==> config.mk <==
export PLATFORM = sky130hd
export DESIGN_NAME = alu_issue
export DESIGN_NICKNAME = d
export VERILOG_FILES = /design/src/rtl/alu_pkg.sv /design/src/rtl/alu_issue_decode.sv /design/src/rtl/alu_issue.sv
export SDC_FILE = /design/constraint.sdc
export NUM_CORES = 1
export LEC_CHECK = 0
export CAP_MARGIN = 30
export CORE_MARGIN = 1
export CORE_UTILIZATION = 30
export DETAILED_ROUTE_END_ITERATION = 8
export SYNTH_ARGS = -nofsm -noshare
export SYNTH_HDL_FRONTEND = slang
export SYNTH_SLANG_ARGS = --single-unit
==> constraint.sdc <==
create_clock -name i_clk -period 8.35 [get_ports i_clk]
set_input_delay 1.67 -clock i_clk [delete_from_list [all_inputs] [get_ports i_clk]]
set_output_delay 1.67 -clock i_clk [all_outputs]
set_load 0.01 [all_outputs]
Fig. 1: gate families picked out
Drawn at 3 px/µm.
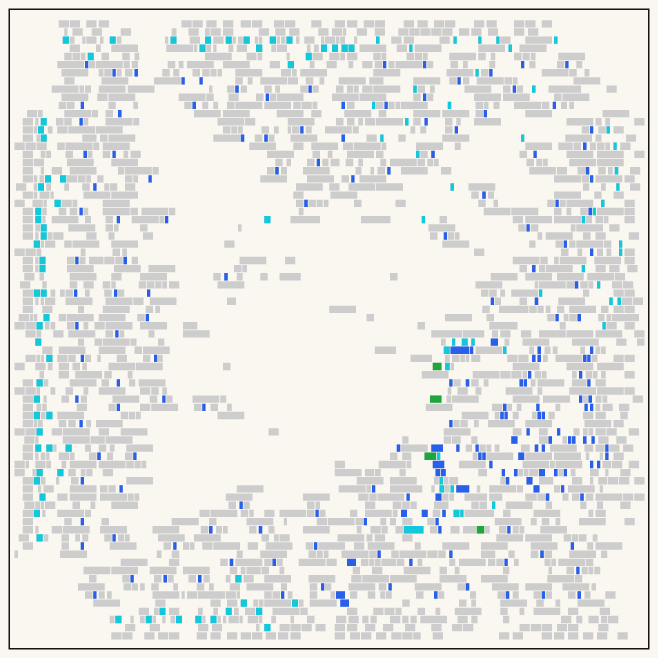
green -> non-inverting ao/oa cells  # cells 4
blue -> nand cells  # cells 189, where spread over the die
cyan -> nor cells  # cells 111, where spread over the die
Non-Filler Instances: 2323
Comb area share: 30.9%

Fig. 2: close-up of the layout
Window x 91 to 121, y 49 to 79 µm. Cells in grey, sequential cells in the stronger grey; small squares are vias.
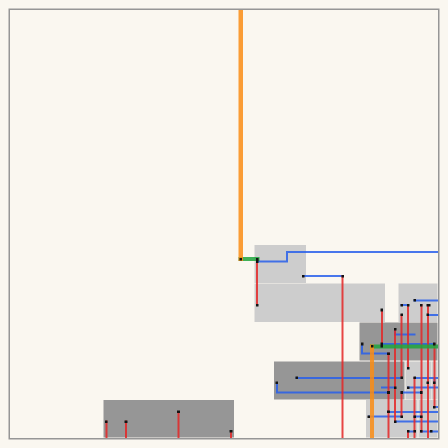
orange -> M4
green -> M3
red -> M2
blue -> M1
cells with their middle in the window = 9
sequential cells in the window = 3
most frequent = dfrtp_1 (3), clkdlybuf4s50_1 (2)

Fig. 3: routing congestion map
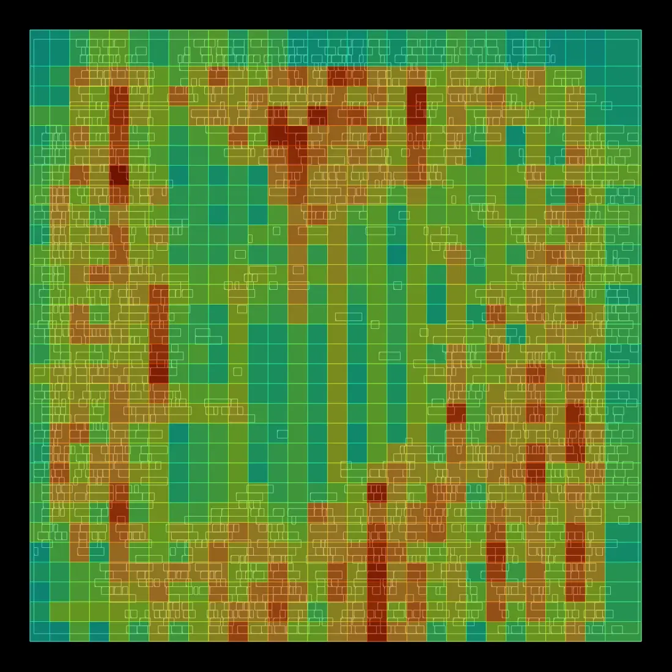
GR Util met1: 26.6%
wire per inst: 19.2 µm

==> reports/metrics.cfg <==
[clock_network]
post_cts_buffers = 0
clock-sinks = 269
clkTransAtPathRegs_ps = 60
cts-htree-levels = 1
clock_path_buffers = 3

[final_timing]
hold_viol = 0
setup_tns_ps = 0
setup_violations = 0
finalClockSkew_ps = 14.0
final_max_slew_viol_count = 0
fmax_mhz = 223
period_used_pct = 53.7
max_slew_margin_pct = 30.1

[synth]
yosysCellCount = 1462
top_cells_by_area = dfrtp_1 50%, o31ai_1 13%, a21oi_1 7.5%
numSynthFlops = 269
syn_inst = 1462
netlist_area_um2 = 13300
yosysChipArea_um2 = 13300
ys.flop_type = dfrtp_1
async_flop_share_pct = 100

[placed_design]
gp_congestion = 0.799
placed_area_um2 = 17200

[global_routing]
met3_usage_pct = 3.77
first_global_vias = 12300
grt_pass1_wl_mm = 69.8
antenna_found_initial = 1
grt-busiest-layer = met2

[worst_setup_path]
cp_data_arrival_time_ps = 4940
cp_cell_sequence = clkdlybuf4s50_1 -> nand4b_1 -> nor2_1 -> nand2_4 -> buf_4 -> o31ai_1
worst-path-buf-inv = 2
required_ps = 8810

[routing]
antenna_left = 0
drcViolationCount = 0
vias = 12300
first_pass_iters = 5
route.met2.wl_mm = 21.1

[die]
fp_util_pct = 30.6
rows = 76
die_area_um2 = 45200

[pwr]
p_switching_w = 0.000971
swShare_pct = 28.7
clkPwrFrac_pct = 40.8
p_seq_share_pct = 41.3
p_total_w = 0.00339

[final_layout]
nets = 1941
seq_area_um2 = 6740
lay_top_count = clkdlybuf4s50_1

[min_path]
hold_path_depth = 2

[status]
status = finished, final reports clean

==> through the flow <==
step	setup slack (ps)	hold WS, ps
floorplan	3130	435
global placement	3220	449
detailed placement	3270	457
CTS	3870	470
global route	3670	484
finish	3870	467
==> power groups by stage <==
stage | sequential (W) | clock, W | combinational, W
after global placement | 0.00142 | 0 | 0.000594
after global routing | 0.00141 | 0.00147 | 0.000660
after detailed placement | 0.00142 | 0 | 0.000615
after CTS | 0.00140 | 0.00142 | 0.000616
final | 0.00140 | 0.00138 | 0.000607
after floorplan | 0.00141 | 0 | 0.000299
==> cell families after synthesis <==
group,Yosys count,synth area share (%)
xor gates and xnor gates,2,0.132
DFF,269,50.6
and+or+nand+nor,439,16.8
buffers and inverters,237,7.57
other,1,0.0282
AOI/OAI and AO/OA,514,24.9
==> worst reg2reg max path, cell delays in order (launching register included) <==
cell and delay [ps]:
dfrtp_4 840, buf_4 770, nand3b_1 280, nor2_1 70, buf_4 210, nand2_4 500
buf_4 740, o31ai_1 200
==> synth_stat cells (2+ instances only) <==
master,number
a21oi_1,200
o41ai_1,15
nor4_1,64
o31ai_1,238
inv_1,75
o22ai_1,20
nand4b_1,2
nor2b_1,3
and2_1,2
nor2_1,41
clkbuf_1,126
nand2_1,173
buf_1,10
nand2b_1,9
o21ai_0,27
buf_6,13
buf_4,2
buf_2,11
xor2_1,2
dfrtp_1,268
o41a_1,2
nand3_1,3
o211ai_1,3
and3_1,132
nor3_1,2
==> final cells by class <==
cell class | count | share of cell area (%)
Antenna cell | 1 | 0.0137
Clock buffer | 49 | 5.21
Clock inverter | 8 | 0.513
Inverter | 75 | 1.56
Multi-Input combinational cell | 956 | 30.9
Sequential cell | 269 | 36.8
Tap cell | 585 | 4.00
Timing Repair Buffer | 380 | 21.0
Power and IR drop assume default switching activity.
